`config.mk`:
```
export PLATFORM = sky130hd
export DESIGN_NAME = regfile_wb_queue_flat
export DESIGN_NICKNAME = d
export VERILOG_FILES = /design/src/rtl/regfile_wb_queue_if.sv /design/src/rtl/regfile_wb_queue.sv /design/src/flat_wrapper.sv
export SDC_FILE = /design/constraint.sdc
export NUM_CORES = 1
export LEC_CHECK = 0
export CAP_MARGIN = 40
export CORE_MARGIN = 2
export CORE_UTILIZATION = 32
export CTS_BUF_LIST = sky130_fd_sc_hd__clkbuf_16
export DETAILED_ROUTE_END_ITERATION = 8
export PLACE_DENSITY = 0.51
export SETUP_SLACK_MARGIN = 0.3
export SYNTH_ARGS = -nofsm -noshare
export SYNTH_HDL_FRONTEND = slang
export SYNTH_SLANG_ARGS = --single-unit
```
`constraint.sdc`:
```
create_clock -name clk -period 2.4 [get_ports clk]
set_clock_uncertainty 0.15 [all_clocks]
set_input_delay 0.48 -clock clk [delete_from_list [all_inputs] [get_ports clk]]
set_output_delay 0.48 -clock clk [all_outputs]
set_load 0.02 [all_outputs]
```
`src/rtl/regfile_wb_queue_if.sv`:
```
// regfile_wb_queue_if: bundles the write-back queue's producer handshake,
// register-file write port, forwarding lookup and occupancy signals.
//   slave  : seen by the queue (regfile_wb_queue)
//   master : seen by the producer / register file / decode side
// Producer : in_valid, in_ready, in_rd, in_data
// Drain    : wb_en, RegWrite, RD, WriteData
// Lookup   : RS1, RS2, fwd1_hit, fwd2_hit, fwd1_data, fwd2_data
// Status   : count
interface regfile_wb_queue_if #(
   parameter int unsigned DEPTH  = 4,
   parameter int unsigned DATA_W = 64,
   parameter int unsigned ADDR_W = 5
);
   localparam int unsigned CNT_W = $clog2(DEPTH) + 1;

   logic              in_valid;
   logic              in_ready;
   logic [ADDR_W-1:0] in_rd;
   logic [DATA_W-1:0] in_data;
   logic              wb_en;
   logic              RegWrite;
   logic [ADDR_W-1:0] RD;
   logic [DATA_W-1:0] WriteData;
   logic [ADDR_W-1:0] RS1;
   logic [ADDR_W-1:0] RS2;
   logic              fwd1_hit;
   logic              fwd2_hit;
   logic [DATA_W-1:0] fwd1_data;
   logic [DATA_W-1:0] fwd2_data;
   logic [CNT_W-1:0]  count;

   modport slave (
      input  in_valid, in_rd, in_data, wb_en, RS1, RS2,
      output in_ready, RegWrite, RD, WriteData,
             fwd1_hit, fwd2_hit, fwd1_data, fwd2_data, count
   );

   modport master (
      output in_valid, in_rd, in_data, wb_en, RS1, RS2,
      input  in_ready, RegWrite, RD, WriteData,
             fwd1_hit, fwd2_hit, fwd1_data, fwd2_data, count
   );
endinterface

```
`src/rtl/regfile_wb_queue.sv`:
```
// regfile_wb_queue: in-order write-back buffer in front of the register file.
// Accepts result writes over valid/ready, queues them in a circular FIFO and
// drains at most one per cycle onto the register-file write port. Optionally
// reports the youngest queued value matching RS1/RS2 for forwarding.
// Ports:
//   clk   : clock, all state on rising edge
//   reset : asynchronous active-low reset
//   bus   : regfile_wb_queue_if.slave (handshake, drain, lookup, count)
// Build option: define REGFILE_WB_FWD_EN to build the lookup comparators;
// otherwise fwd*_hit / fwd*_data are tied to 0.
module regfile_wb_queue #(
   parameter int unsigned DEPTH  = 4,
   parameter int unsigned DATA_W = 64,
   parameter int unsigned ADDR_W = 5
) (
   input  logic              clk,
   input  logic              reset,
   regfile_wb_queue_if.slave bus
);
   localparam int unsigned PTR_W = $clog2(DEPTH);
   localparam int unsigned CNT_W = PTR_W + 1;

   logic [ADDR_W-1:0] rd_q   [DEPTH];
   logic [ADDR_W-1:0] rd_d   [DEPTH];
   logic [DATA_W-1:0] data_q [DEPTH];
   logic [DATA_W-1:0] data_d [DEPTH];
   logic [PTR_W-1:0]  head_q, head_d;
   logic [PTR_W-1:0]  tail_q, tail_d;
   logic [CNT_W-1:0]  count_q, count_d;

   logic not_empty;
   logic push;
   logic pop;

   // Ready is masked by reset so the producer sees 0 while it is held.
   assign not_empty     = (count_q != '0);
   assign bus.in_ready  = reset & (count_q < CNT_W'(DEPTH));
   assign bus.RegWrite  = bus.wb_en & not_empty;
   assign bus.RD        = not_empty ? rd_q[head_q]   : '0;
   assign bus.WriteData = not_empty ? data_q[head_q] : '0;
   assign bus.count     = count_q;

   // Writes to x0 complete the handshake but are dropped.
   assign push = bus.in_valid & bus.in_ready & (bus.in_rd != '0);
   assign pop  = bus.RegWrite;

   // Next-state: enqueue at tail, dequeue at head, track occupancy.
   always_comb begin
      rd_d    = rd_q;
      data_d  = data_q;
      head_d  = head_q;
      tail_d  = tail_q;
      count_d = count_q;
      if (push) begin
         rd_d[tail_q]   = bus.in_rd;
         data_d[tail_q] = bus.in_data;
         tail_d         = tail_q + PTR_W'(1);
      end
      if (pop) begin
         head_d = head_q + PTR_W'(1);
      end
      case ({push, pop})
         2'b10:   count_d = count_q + CNT_W'(1);
         2'b01:   count_d = count_q - CNT_W'(1);
         default: count_d = count_q;
      endcase
   end

   // State registers; queued entries are discarded on reset.
   always_ff @(posedge clk or negedge reset) begin
      if (!reset) begin
         head_q  <= '0;
         tail_q  <= '0;
         count_q <= '0;
         for (int unsigned i = 0; i < DEPTH; i++) begin
            rd_q[i]   <= '0;
            data_q[i] <= '0;
         end
      end else begin
         head_q  <= head_d;
         tail_q  <= tail_d;
         count_q <= count_d;
         rd_q    <= rd_d;
         data_q  <= data_d;
      end
   end

`ifdef REGFILE_WB_FWD_EN
   logic [PTR_W-1:0]  idx;
   logic              fwd1_hit_c, fwd2_hit_c;
   logic [DATA_W-1:0] fwd1_data_c, fwd2_data_c;

   // Walk oldest to youngest so the last match left standing is the youngest.
   always_comb begin
      idx         = '0;
      fwd1_hit_c  = 1'b0;
      fwd2_hit_c  = 1'b0;
      fwd1_data_c = '0;
      fwd2_data_c = '0;
      for (int unsigned i = 0; i < DEPTH; i++) begin
         idx = head_q + PTR_W'(i);
         if (CNT_W'(i) < count_q) begin
            if ((bus.RS1 != '0) && (rd_q[idx] == bus.RS1)) begin
               fwd1_hit_c  = 1'b1;
               fwd1_data_c = data_q[idx];
            end
            if ((bus.RS2 != '0) && (rd_q[idx] == bus.RS2)) begin
               fwd2_hit_c  = 1'b1;
               fwd2_data_c = data_q[idx];
            end
         end
      end
   end

   assign bus.fwd1_hit  = fwd1_hit_c;
   assign bus.fwd2_hit  = fwd2_hit_c;
   assign bus.fwd1_data = fwd1_data_c;
   assign bus.fwd2_data = fwd2_data_c;
`else
   // Lookup addresses are ignored when forwarding is not built.
   logic unused_rs;
   assign unused_rs     = ^{bus.RS1, bus.RS2};
   assign bus.fwd1_hit  = 1'b0;
   assign bus.fwd2_hit  = 1'b0;
   assign bus.fwd1_data = '0;
   assign bus.fwd2_data = '0;
`endif

endmodule

```
`src/flat_wrapper.sv`:
```
// flat-port wrapper written by rule: the top's interface ports become plain ports
module regfile_wb_queue_flat 
#(
   parameter int unsigned DEPTH  = 4,
   parameter int unsigned DATA_W = 64,
   parameter int unsigned ADDR_W = 5
)
  (clk, reset, bus_in_valid, bus_in_rd, bus_in_data, bus_wb_en, bus_RS1, bus_RS2, bus_in_ready, bus_RegWrite, bus_RD, bus_WriteData, bus_fwd1_hit, bus_fwd2_hit, bus_fwd1_data, bus_fwd2_data, bus_count);
  regfile_wb_queue_if #(.DEPTH(DEPTH), .DATA_W(DATA_W), .ADDR_W(ADDR_W)) bus_i ();
  input  logic clk;
  input  logic reset;
  input wire logic [$bits(bus_i.in_valid)-1:0] bus_in_valid;
  input wire logic [$bits(bus_i.in_rd)-1:0] bus_in_rd;
  input wire logic [$bits(bus_i.in_data)-1:0] bus_in_data;
  input wire logic [$bits(bus_i.wb_en)-1:0] bus_wb_en;
  input wire logic [$bits(bus_i.RS1)-1:0] bus_RS1;
  input wire logic [$bits(bus_i.RS2)-1:0] bus_RS2;
  output wire logic [$bits(bus_i.in_ready)-1:0] bus_in_ready;
  output wire logic [$bits(bus_i.RegWrite)-1:0] bus_RegWrite;
  output wire logic [$bits(bus_i.RD)-1:0] bus_RD;
  output wire logic [$bits(bus_i.WriteData)-1:0] bus_WriteData;
  output wire logic [$bits(bus_i.fwd1_hit)-1:0] bus_fwd1_hit;
  output wire logic [$bits(bus_i.fwd2_hit)-1:0] bus_fwd2_hit;
  output wire logic [$bits(bus_i.fwd1_data)-1:0] bus_fwd1_data;
  output wire logic [$bits(bus_i.fwd2_data)-1:0] bus_fwd2_data;
  output wire logic [$bits(bus_i.count)-1:0] bus_count;
  assign bus_i.in_valid = bus_in_valid;
  assign bus_i.in_rd = bus_in_rd;
  assign bus_i.in_data = bus_in_data;
  assign bus_i.wb_en = bus_wb_en;
  assign bus_i.RS1 = bus_RS1;
  assign bus_i.RS2 = bus_RS2;
  assign bus_in_ready = bus_i.in_ready;
  assign bus_RegWrite = bus_i.RegWrite;
  assign bus_RD = bus_i.RD;
  assign bus_WriteData = bus_i.WriteData;
  assign bus_fwd1_hit = bus_i.fwd1_hit;
  assign bus_fwd2_hit = bus_i.fwd2_hit;
  assign bus_fwd1_data = bus_i.fwd1_data;
  assign bus_fwd2_data = bus_i.fwd2_data;
  assign bus_count = bus_i.count;
  regfile_wb_queue #(.DEPTH(DEPTH), .DATA_W(DATA_W), .ADDR_W(ADDR_W)) u_core (.clk(clk), .reset(reset), .bus(bus_i));
endmodule
```
==> images/met2.png <==
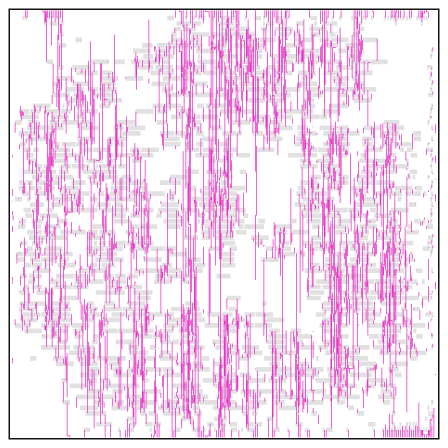
nets with wire on the layer: 1,191
share of all routed wire: 46%
wire length on this layer: 16,300 um
main direction: vertical
longest straight run: 110 um
via count: 7,922
final wirelength: 35.4 mm
met2 GRT Util: 24.3%

==> images/met3.png <==
Scale bar: 50 um.
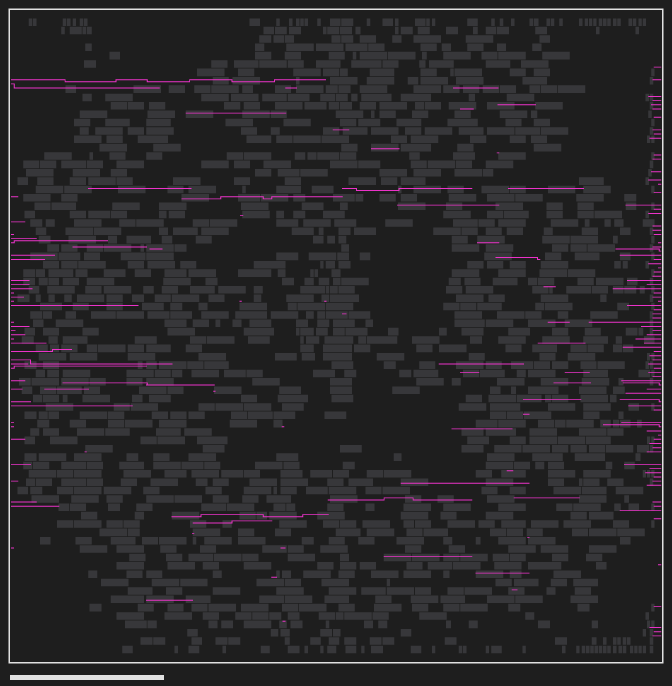
wire length on this layer: 1,720 um
main direction: horizontal
share of all routed wire: 4.9%
longest straight run: 47.2 um
grt met3 use: 3.88%

==> results_dict.tcl <==
# implementation run metrics
set metrics [dict create \
    status "complete, but fails checks" \
    violations "hold timing, setup timing" \
    fillers 3738 \
    clock.latency.late_pin_ns 0.52 \
    timing.critical_path.mode_cell "sky130_fd_sc_hd__buf_12" \
    comb_area_share_pct 35.5 \
    fin_hold_ws_ns -0.0755 \
    postLayoutSetupSlackWorst_ns -0.419 \
    quantity_of_i_o_buffers_inserted_on_ports 146 \
    timing_limited_maximum_frequency_ghz 0.355 \
    drt_drc_violations_left 0 \
    postSynthSeqShare_pct 51.1 \
    cts.sink_count 283 \
    final-instance-count-excl-fill 1795 \
    core_region_area_um2 42900 \
    worst_case_headroom_to_the_max_slew_limit_pct 37.7 \
    htree_levels 2 \
    io-pin-count 287 \
    post_detail_place_hpwl_mm 20.8 \
    timing.final.max_slew_violations 0 \
    cts_buffers 35 \
    layout.nets 1275 \
    grt_setup_unrepaired "yes" \
    nonClockBufferCount 292 \
    setup_viol 70 \
    num-multi-input-gates 569 \
    synth_cell_types 25 \
    globalRouteOverflowTotal 0 \
    netlist.top_cell.by_instances "sky130_fd_sc_hd__dfrtp_1" \
    endpoint "bus_WriteData[53]" \
    grt_pass1_wl_mm 54.0 \
    timing_hold_violations_final 48 \
    timing.max_cap.violations 0 \
    drt-vias-per-instance 4.41 \
    synth.top_cells.by_count "sky130_fd_sc_hd__dfrtp_1, sky130_fd_sc_hd__mux2_2, sky130_fd_sc_hd__buf_4, sky130_fd_sc_hd__and2_1, sky130_fd_sc_hd__mux4_2" \
    clock-root-buffer "sky130_fd_sc_hd__clkbuf_16" \
    cp_num_cells 6 \
]
==> power by group <==
| group | total, uW | internal (uW) | switching [uW] |
|---|---|---|---|
| Combinational | 15700 | 9970 | 5750 |
| Clock | 5160 | 3090 | 2070 |
| Sequential | 8440 | 7120 | 1310 |
| Total | 29300 | 20200 | 9130 |
==> timing repair <==
action                     CTS  global route
setup buffers               33            10
resized                    520            18
hold endpoints to repair   129             0
cloned                      15             5
hold buffers                 1             0
setup endpoints to repair  353           349
pin swaps                   42             8
==> metal layers <==
metal	track usage, %	up-vias	wire, um	share of wire [%]
li1	-	3539	-	-
met1	22.9	4143	16800	47
met2	24.3	197	16300	46
met3	3.88	41	1720	4.9
met4	3.57	2	569	1.6
met5	0	-	13	0.037
No activity file was given, so power comes from the tool's default toggle rates.
